<file path="config.mk">
export PLATFORM = sky130hd
export DESIGN_NAME = rice_core_id_queue
export DESIGN_NICKNAME = d
export VERILOG_FILES = /design/src/rtl/rice_core_id_queue.sv
export SDC_FILE = /design/constraint.sdc
export NUM_CORES = 1
export LEC_CHECK = 0
export ABC_AREA = 1
export CORE_UTILIZATION = 46
export DETAILED_ROUTE_END_ITERATION = 12
export GPL_TIMING_DRIVEN = 1
export PLACE_DENSITY = 0.74
export SETUP_SLACK_MARGIN = 0.02
export SLEW_MARGIN = 20
export SYNTH_ARGS = -nofsm -noshare
export SYNTH_HDL_FRONTEND = slang
export SYNTH_SLANG_ARGS = --single-unit
</file>
<file path="constraint.sdc">
create_clock -name i_clk -period 3.3 [get_ports i_clk]
set_input_delay 0.66 -clock i_clk [delete_from_list [all_inputs] [get_ports i_clk]]
set_output_delay 0.66 -clock i_clk [all_outputs]
set_load 0.02 [all_outputs]
</file>
<file path="src/rtl/rice_core_id_queue.sv">
// Decode stage with a DEPTH-entry buffer of pre-decoded instructions between IF and EX.
// Each instruction is decoded on enqueue. The head entry is held back on a load-use hazard.
module rice_core_id_queue #(
    parameter int unsigned XLEN             = 32,
    parameter int unsigned DEPTH            = 4,
    parameter bit          ENABLE_INTERLOCK = 1'b1
) (
    input  logic            i_clk,
    input  logic            i_rst,
    input  logic            i_flush,
    input  logic            i_if_valid,
    output logic            o_if_ready,
    input  logic [XLEN-1:0] i_if_pc,
    input  logic [31:0]     i_if_inst,
    output logic            o_id_valid,
    input  logic            i_id_ready,
    output logic [XLEN-1:0] o_id_pc,
    output logic [31:0]     o_id_inst,
    output logic [4:0]      o_id_rs1,
    output logic [4:0]      o_id_rs2,
    output logic [4:0]      o_id_rd,
    output logic [XLEN-1:0] o_id_imm,
    output logic            o_id_illegal,
    input  logic            i_ex_load_valid,
    input  logic [4:0]      i_ex_load_rd,
    output logic [15:0]     o_hazard_count
);

    localparam int unsigned IdxW = $clog2(DEPTH);
    localparam int unsigned PtrW = IdxW + 1;

    localparam logic [6:0] OpLui     = 7'b0110111;
    localparam logic [6:0] OpAuipc   = 7'b0010111;
    localparam logic [6:0] OpJal     = 7'b1101111;
    localparam logic [6:0] OpJalr    = 7'b1100111;
    localparam logic [6:0] OpBranch  = 7'b1100011;
    localparam logic [6:0] OpLoad    = 7'b0000011;
    localparam logic [6:0] OpStore   = 7'b0100011;
    localparam logic [6:0] OpOpImm   = 7'b0010011;
    localparam logic [6:0] OpOp      = 7'b0110011;
    localparam logic [6:0] OpMiscMem = 7'b0001111;
    localparam logic [6:0] OpSystem  = 7'b1110011;

    typedef struct packed {
        logic [XLEN-1:0] pc;
        logic [31:0]     inst;
        logic [4:0]      rs1;
        logic [4:0]      rs2;
        logic [4:0]      rd;
        logic [XLEN-1:0] imm;
        logic            illegal;
    } entry_t;

    entry_t          mem_q [DEPTH];
    entry_t          mem_d [DEPTH];
    logic [PtrW-1:0] rd_ptr_q, rd_ptr_d;
    logic [PtrW-1:0] wr_ptr_q, wr_ptr_d;
    logic [15:0]     hazard_count_q, hazard_count_d;

    entry_t          dec;
    entry_t          head;
    logic            empty;
    logic            full;
    logic            hazard;
    logic            enq;
    logic            deq;
    logic [31:0]     imm32;

    assign empty = (rd_ptr_q == wr_ptr_q);
    assign full  = (rd_ptr_q[IdxW-1:0] == wr_ptr_q[IdxW-1:0]) &&
                   (rd_ptr_q[IdxW] != wr_ptr_q[IdxW]);
    assign head  = mem_q[rd_ptr_q[IdxW-1:0]];

    assign hazard = ENABLE_INTERLOCK && !empty && i_ex_load_valid && (i_ex_load_rd != 5'd0) &&
                    ((i_ex_load_rd == head.rs1) || (i_ex_load_rd == head.rs2));

    assign o_if_ready = !full && !i_rst;
    assign o_id_valid = !empty && !hazard && !i_flush;

    assign enq = i_if_valid && o_if_ready && !i_flush;
    assign deq = o_id_valid && i_id_ready;

    // Every listed opcode ends in 2'b11, so non-32-bit encodings fall into the default arm.
    always_comb begin
        dec      = '0;
        dec.pc   = i_if_pc;
        dec.inst = i_if_inst;
        imm32    = '0;
        case (i_if_inst[6:0])
            OpJalr, OpLoad, OpOpImm, OpMiscMem, OpSystem: begin
                dec.rs1 = i_if_inst[19:15];
                dec.rd  = i_if_inst[11:7];
                imm32   = {{20{i_if_inst[31]}}, i_if_inst[31:20]};
            end
            OpStore: begin
                dec.rs1 = i_if_inst[19:15];
                dec.rs2 = i_if_inst[24:20];
                imm32   = {{20{i_if_inst[31]}}, i_if_inst[31:25], i_if_inst[11:7]};
            end
            OpBranch: begin
                dec.rs1 = i_if_inst[19:15];
                dec.rs2 = i_if_inst[24:20];
                imm32   = {{19{i_if_inst[31]}}, i_if_inst[31], i_if_inst[7],
                           i_if_inst[30:25], i_if_inst[11:8], 1'b0};
            end
            OpLui, OpAuipc: begin
                dec.rd = i_if_inst[11:7];
                imm32  = {i_if_inst[31:12], 12'h000};
            end
            OpJal: begin
                dec.rd = i_if_inst[11:7];
                imm32  = {{11{i_if_inst[31]}}, i_if_inst[31], i_if_inst[19:12],
                          i_if_inst[20], i_if_inst[30:21], 1'b0};
            end
            OpOp: begin
                dec.rs1 = i_if_inst[19:15];
                dec.rs2 = i_if_inst[24:20];
                dec.rd  = i_if_inst[11:7];
            end
            default: dec.illegal = 1'b1;
        endcase
        dec.imm = XLEN'($signed(imm32));
    end

    always_comb begin
        mem_d          = mem_q;
        rd_ptr_d       = rd_ptr_q;
        wr_ptr_d       = wr_ptr_q;
        hazard_count_d = hazard_count_q;
        if (hazard && (hazard_count_q != 16'hFFFF)) begin
            hazard_count_d = hazard_count_q + 16'd1;
        end
        if (i_flush) begin
            rd_ptr_d = '0;
            wr_ptr_d = '0;
        end else begin
            if (enq) begin
                mem_d[wr_ptr_q[IdxW-1:0]] = dec;
                wr_ptr_d                  = wr_ptr_q + PtrW'(1);
            end
            if (deq) begin
                rd_ptr_d = rd_ptr_q + PtrW'(1);
            end
        end
    end

    always_ff @(posedge i_clk) begin
        if (i_rst) begin
            rd_ptr_q       <= '0;
            wr_ptr_q       <= '0;
            hazard_count_q <= '0;
            for (int i = 0; i < int'(DEPTH); i++) begin
                mem_q[i] <= '0;
            end
        end else begin
            rd_ptr_q       <= rd_ptr_d;
            wr_ptr_q       <= wr_ptr_d;
            hazard_count_q <= hazard_count_d;
            mem_q          <= mem_d;
        end
    end

    assign o_id_pc        = head.pc;
    assign o_id_inst      = head.inst;
    assign o_id_rs1       = head.rs1;
    assign o_id_rs2       = head.rs2;
    assign o_id_rd        = head.rd;
    assign o_id_imm       = head.imm;
    assign o_id_illegal   = head.illegal;
    assign o_hazard_count = hazard_count_q;

endmodule

</file>
Figure 1. Metal 1 (run 1).
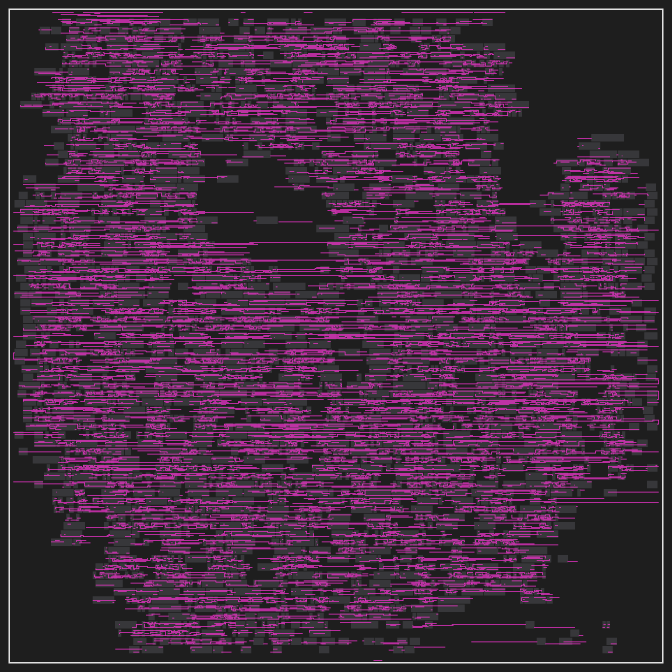
longest straight run = 62.1 um
nets with wire on the layer = 2823
share of all routed wire = 42%
vias: 20500
final WL: 68.1 mm
GR Layer Usage met1: 36.9%

Figure 2. M2 wires (run 1).
The bar under the picture is 50 um long.
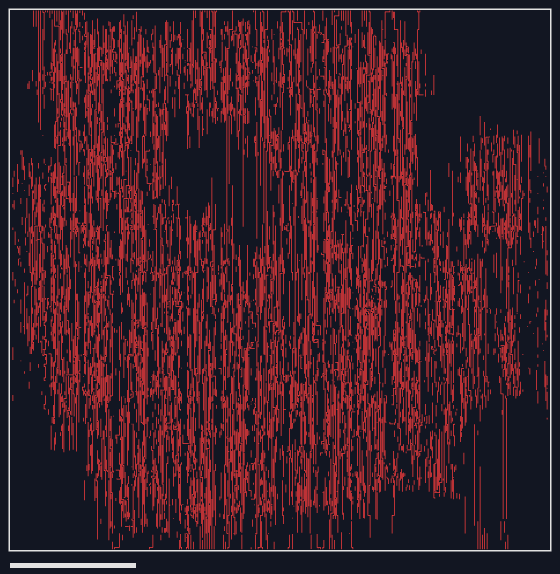
main direction = vertical
wire length on this layer = 31.5 mm
share of all routed wire = 46%
grt met2 use: 47.0%

Figure 3. The metal 3 layer (run 1).
The bar under the picture is 50 um long.
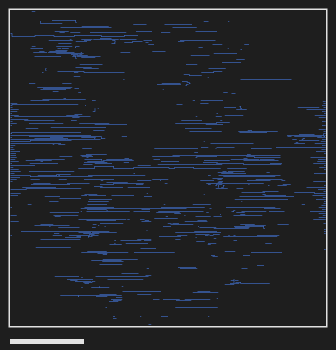
share of all routed wire = 8.4%
longest straight run = 73.1 um
nets with wire on the layer = 288
wire length on this layer = 5720 um
main direction = horizontal
met3 usage: 4.78%

==> reports/metrics.csv, run 1 <==
metric,value,unit
synthCells,2862,
path_class,flop to output port,
cp_num_buf_inv,4,
syn_area,20800,um^2
clkbuf_count,66,
first_global_vias,19300,
cts-root-buf,clkbuf_16,
largestPowerGroup,clock,
lay_top_count,nand2_1,
num-fill-cells,4038,
hold_slack,0.461,ns
dr.pass1.iters,8,
taps,592,
p_int,9.62,mW
worst_pin_slew,1.32,ns
r2r_end,mem_q[1],
critical_path.max_stage_delay,0.64,ns
dominant_cells,logic gates,
wl_per_cell,19.0,um
ys.flops,470,
drv_cap,0,
cts_sinks,470,
r2r_setup_slack,0.47,ns
via_per_inst,5.74,
yosys.area.top_type,dfxtp_1,
flops,470,
power_clock,5.83,mW
aoi_share,25.6,%
logic_area,9620,um^2
nonClkBufAreaFrac,11.6,%
avgSynthCellArea,7.28,um^2
power,12.7,mW
rsz0062_at_grt,no,
htree_levels,2,
dp.cells,3480,
hold_class,flop to flop,
cp_common_cell,buf_12,
ff2ff_path_depth,12,
yosys-mux-area-fraction,0,%
final_cell_mix,"nand2_1, dfxtp_1, o21ai_0",
fin_area,25100,um^2
drt_iter0_drc,2137,
nets,3029,
status,"finished, final reports clean",
synthTopCellsByCount,"nand2_1, dfxtp_1, o21ai_0, a21oi_1, nor2_1",
antenna_found_initial,1,
place_ws,0.149,ns
finalWeightedCongestion,0.852,
powerSeq,5.80,mW
seq_area,9420,um^2
most_common_cell,nand2_1,
grt_max_degree,235,
fin_cells,3578,
sh_comb_area,38.2,%
path_delay_family,buffers and inverters,
area_growth,20.7,%
worst_slack,0.0733,ns
crit_fanout,53,
tool_warnings,34,
path_cells,buf_12 > buf_12 > bufbuf_16 > o21ai_0 > o22ai_1 > clkdlybuf4s50_1,
postSynthSeqShare,45.2,%
core-area,44400,um^2
buffers,261,
min_from,mem_q[323],
[run 1: state kept, by name (all words and copies together) (netlist names)]
register	cells
mem_q	448
o_hazard_count	16
rd_ptr_q	3
wr_ptr_q	3
[run 1: metal layers]
metal / track usage [%] / up-vias / share of wire, %
li1: - / 9707 / -
met1: 36.9 / 9719 / 42
met2: 47.0 / 959 / 46
met3: 4.78 / 148 / 8.4
met4: 12.1 / 2 / 3.8
met5: 0 / - / 0.021
[run 1: repair_timing]
item                       CTS  global route
resized                     48            46
gates cloned                 3             1
setup buffers                3             2
hold endpoints to repair     0             0
setup endpoints to repair  101            64
[run 1: tightest hold or removal path, stage by stage, from the launching register on]
cell     delay (ns)
dfxtp_1        0.30
nand2_1        0.06
a21oi_1        0.05
Figure 4. Signal wires on met4 (run 1).
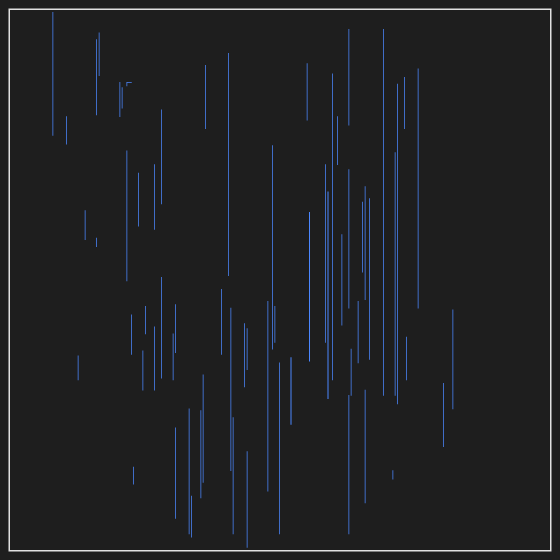

==> run 2, diff against run 1 <==
GPL_TIMING_DRIVEN = 0   (was 1)
Figure 5. Signal wires on met4 (run 2).
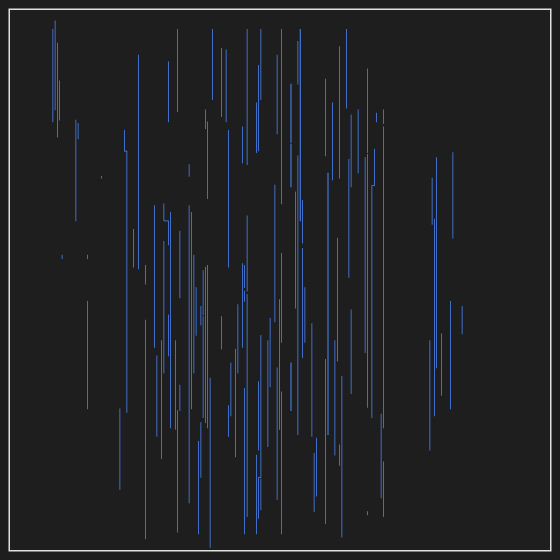
wire length on this layer = 4790 um
share of all routed wire = 6.1%
longest straight run = 120 um
main direction = vertical
nets with wire on the layer = 91

Figure 6. The metal 3 layer (run 2).
The bar under the picture is 50 um long.
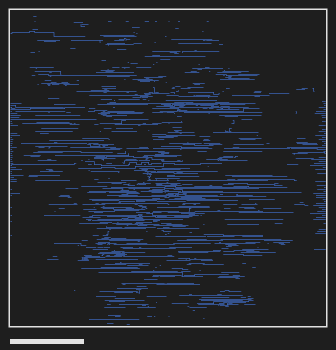
longest straight run = 83.7 um
main direction = horizontal
share of all routed wire = 11%
wire length on this layer = 8960 um
vias: 22000
met3 usage: 6.81%

==> reports/metrics.csv, run 2 <==
metric,value,unit
status,"complete, but fails checks",
violations,setup timing,
synthTopCellsByCount,"nand2_1, dfxtp_1, o21ai_0, a21oi_1, nor2_1",
most_common_cell,nand2_1,
dp.cells,3657,
fin_area,25500,um^2
rsz0062_at_grt,yes,
ff2ff_path_depth,11,
final_cell_mix,"nand2_1, dfxtp_1, o21ai_0",
num-fill-cells,4111,
met1_usage,43.4,%
worst_pin_slew,0.888,ns
crit_fanout,10,
drc,0,
cts-resized-gates,322,
core-area,44400,um^2
critical_path.max_stage_delay,0.36,ns
wl_met2,34.2,mm
regMostFlops,mem_q,
taps,592,
drv_cap,0,
nets,3201,
r2r_setup_slack,0.92,ns
tool_warnings,31,
fin_tns_setup,-0.0124,ns
met3_length,8.96,mm
cp_common_cell,buf_6,
postCtsSetupBuffers,1,
avgSynthCellArea,7.28,um^2
cts_buffers,49,
synthCells,2862,
clkbuf_count,73,
ys.flop_type,dfxtp_1,
cts_sinks,470,
htree_levels,2,
largest_reg_flops,448,
nonClkBufAreaFrac,13.0,%
min_from,i_if_inst[5],
postSynthSeqShare,45.2,%
ant_nets,0,
dr.pass1.iters,6,
top_usage_layer,met2,
sh_comb_area,38.2,%
lay_top_count,nand2_1,
finalSetupViolations,1,
wl_per_cell,21.2,um
hold_slack,0.451,ns
via_per_inst,5.87,
worst_slack,-0.0124,ns
antenna_found_initial,4,
path_delay_family,buffers and inverters,
buffers,433,
area_growth,22.2,%
dominant_cells,logic gates,
wl,79.2,mm
place_ws,-1.23,ns
logic_area,9720,um^2
fin_cells,3744,
fmax,0.302,GHz
r2r_end,mem_q[293],
path_cells,buf_6 > buf_8 > buf_6 > clkbuf_8 > buf_4 > nor2_1 > o22ai_2 > clkdlybuf4s15_2,
cts-root-buf,clkbuf_16,
first_global_vias,20900,
synthDistinctLibCells,39,
netlist.area_leader.share,45.2,%
syn_area,20800,um^2
hold_class,primary input to flop,
ys.flops,470,
ys_area,20800,um^2
power,12.4,mW
p_int,9.26,mW
drt_iter0_drc,2693,
yosys.area.top_type,dfxtp_1,
seq_area,9410,um^2
finalWeightedCongestion,0.976,
fin_skew,0.0171,ns
grt_max_degree,15,
flops,470,
path_class,flop to output port,
initial_utilization,46.9,%
grt_use_met2,51.4,%
cp_num_buf_inv,6,
## run 2: cell counts after synthesis
Identical to the previous run, type by type.
## run 2: power groups by stage
stage | Combinational [mW] | Clock (mW) | Sequential (mW)
after floorplan | 0.549 | 0 | 5.91
after global placement | 1.09 | 0 | 5.92
after detailed placement | 1.10 | 0 | 5.93
after CTS | 1.09 | 5.50 | 5.80
after global routing | 1.18 | 5.74 | 5.81
final | 1.12 | 5.51 | 5.80
## run 2: kinds of logic after synthesis
family                   Yosys count  synth area share [%]
AND-OR/OR-AND                    964                  25.6
XOR/XNOR                          15                 0.631
AND/OR/NAND/NOR                  989                  19.6
buffers and inverters            418                  8.72
adder cells (fa/ha/maj)            6                 0.360
flip-flops                       470                  45.2
Figure 7. Metal 1 (run 2).
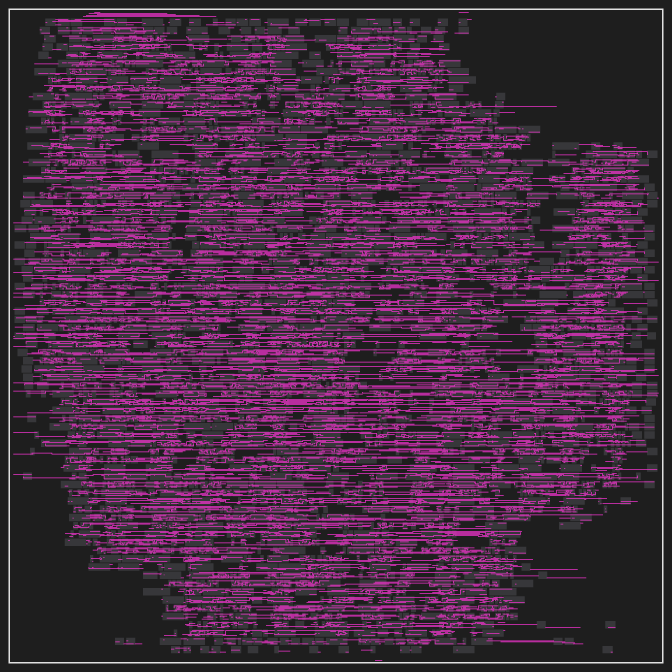

==> run 3, diff against run 2 <==
CORE_UTILIZATION = 25   (was 46)
PLACE_DENSITY = 0.48   (was 0.74)
clock period = 3.9 ns   (was 3.3 ns; I/O delays follow)
Figure 8. Metal 1 (run 3).
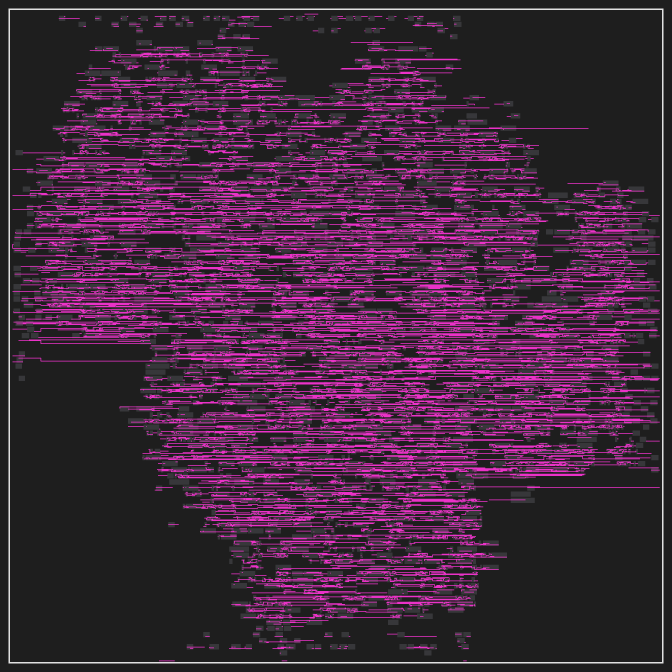
longest straight run = 90.6 um
wire length on this layer = 40.4 mm
nets with wire on the layer = 3014
main direction = horizontal
final WL: 88.6 mm
GR Layer Usage met1: 28.3%
vias: 20800

==> reports/metrics.csv, run 3 <==
metric,value,unit
core-area,82200,um^2
synthXorXnorAreaFrac,0.631,%
status,"finished, final reports clean",
comb_power,0.976,mW
dp.cells,4135,
grt_use_met2,32.0,%
taps,1070,
via_per_inst,4.93,
ys_area,20800,um^2
finalSetupViolations,0,
grt_max_degree,17,
cts-resized-gates,173,
drc,0,
syn_area,20800,um^2
fp.dieW,291,um
dominant_cells,logic gates,
met3_length,6.03,mm
cts_sinks,470,
finalWeightedCongestion,0.906,
path_cells,inv_2 > buf_4 > buf_4 > buf_4 > nor2_1 > o22ai_1 > clkdlybuf4s50_1,
drt_iter0_drc,1869,
seq_area,9410,um^2
met1Wirelength,40.4,mm
nonClkBufAreaFrac,12.2,%
yosys.area.top_type,dfxtp_1,
buffers,429,
synthTopCellsByCount,"nand2_1, dfxtp_1, o21ai_0, a21oi_1, nor2_1",
clkbuf_count,79,
yosys_warnings,0,
critical_path.max_stage_delay,0.68,ns
yosys-mux-area-fraction,0,%
ys.flops,470,
fmax,0.261,GHz
logic_family,AND-OR/OR-AND gates,
hold_class,flop to flop,
wl_met2,39.3,mm
crit_fanout,10,
power,11.1,mW
nets,3202,
cts-root-buf,clkbuf_16,
netlist.area_leader.share,45.2,%
wl_per_cell,20.9,um
power_clock,5.22,mW
antenna_found_initial,8,
aoi_share,25.6,%
ff2ff_path_depth,11,
dr.pass1.iters,6,
path_delay_family,buffers and inverters,
drv_cap,0,
fin_area,26300,um^2
flops,470,
fin_cells,4229,
synthDistinctLibCells,39,
num-fill-cells,8974,
ys_sh_simple,19.6,%
met3_usage,3.20,%
cp_common_cell,buf_4,
logic_area,9780,um^2
first_global_vias,19400,
most_common_cell,nand2_1,
rsz0062_at_grt,no,
p_int,8.19,mW
worst_pin_slew,1.14,ns
ant_nets,0,
powerSeq,4.91,mW
lay_top_count,nand2_1,
final_cell_mix,"nand2_1, dfxtp_1, o21ai_0",
tool_warnings,29,
largestPowerGroup,clock,
avgSynthCellArea,7.28,um^2
ys.flop_type,dfxtp_1,
postCtsSetupBuffers,1,
synthCells,2862,
Figure 9. The clock network (run 3).
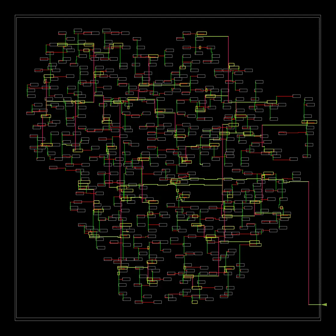
Max Clock Skew: 0.0326 ns
Clk Latency, worst-skew pair: 0.65 ns

-- run 3: stage by stage --
stage / setup WS (ns) / hold WS [ns]
3_5_place_dp: -0.809 / 0.452
5_1_grt: 0.0222 / 0.471
6_report: 0.0708 / 0.461
3_3_place_gp: -1.12 / 0.448
4_1_cts: 0.0204 / 0.461
2_1_floorplan: 1.28 / 0.441
-- run 3: worst paths after layout --
kind | slack (ns) | startpoint | endpoint
setup reg to reg | 1.49 | rd_ptr_q[0] | mem_q[296]
hold reg to reg | 0.46 | mem_q[283] | mem_q[283]
hold / removal | 0.46 | mem_q[283] | mem_q[283]
setup / recovery | 0.07 | rd_ptr_q[0] | o_id_imm[16]
Power figures rest on the tool's default switching activity, not on a simulated workload.
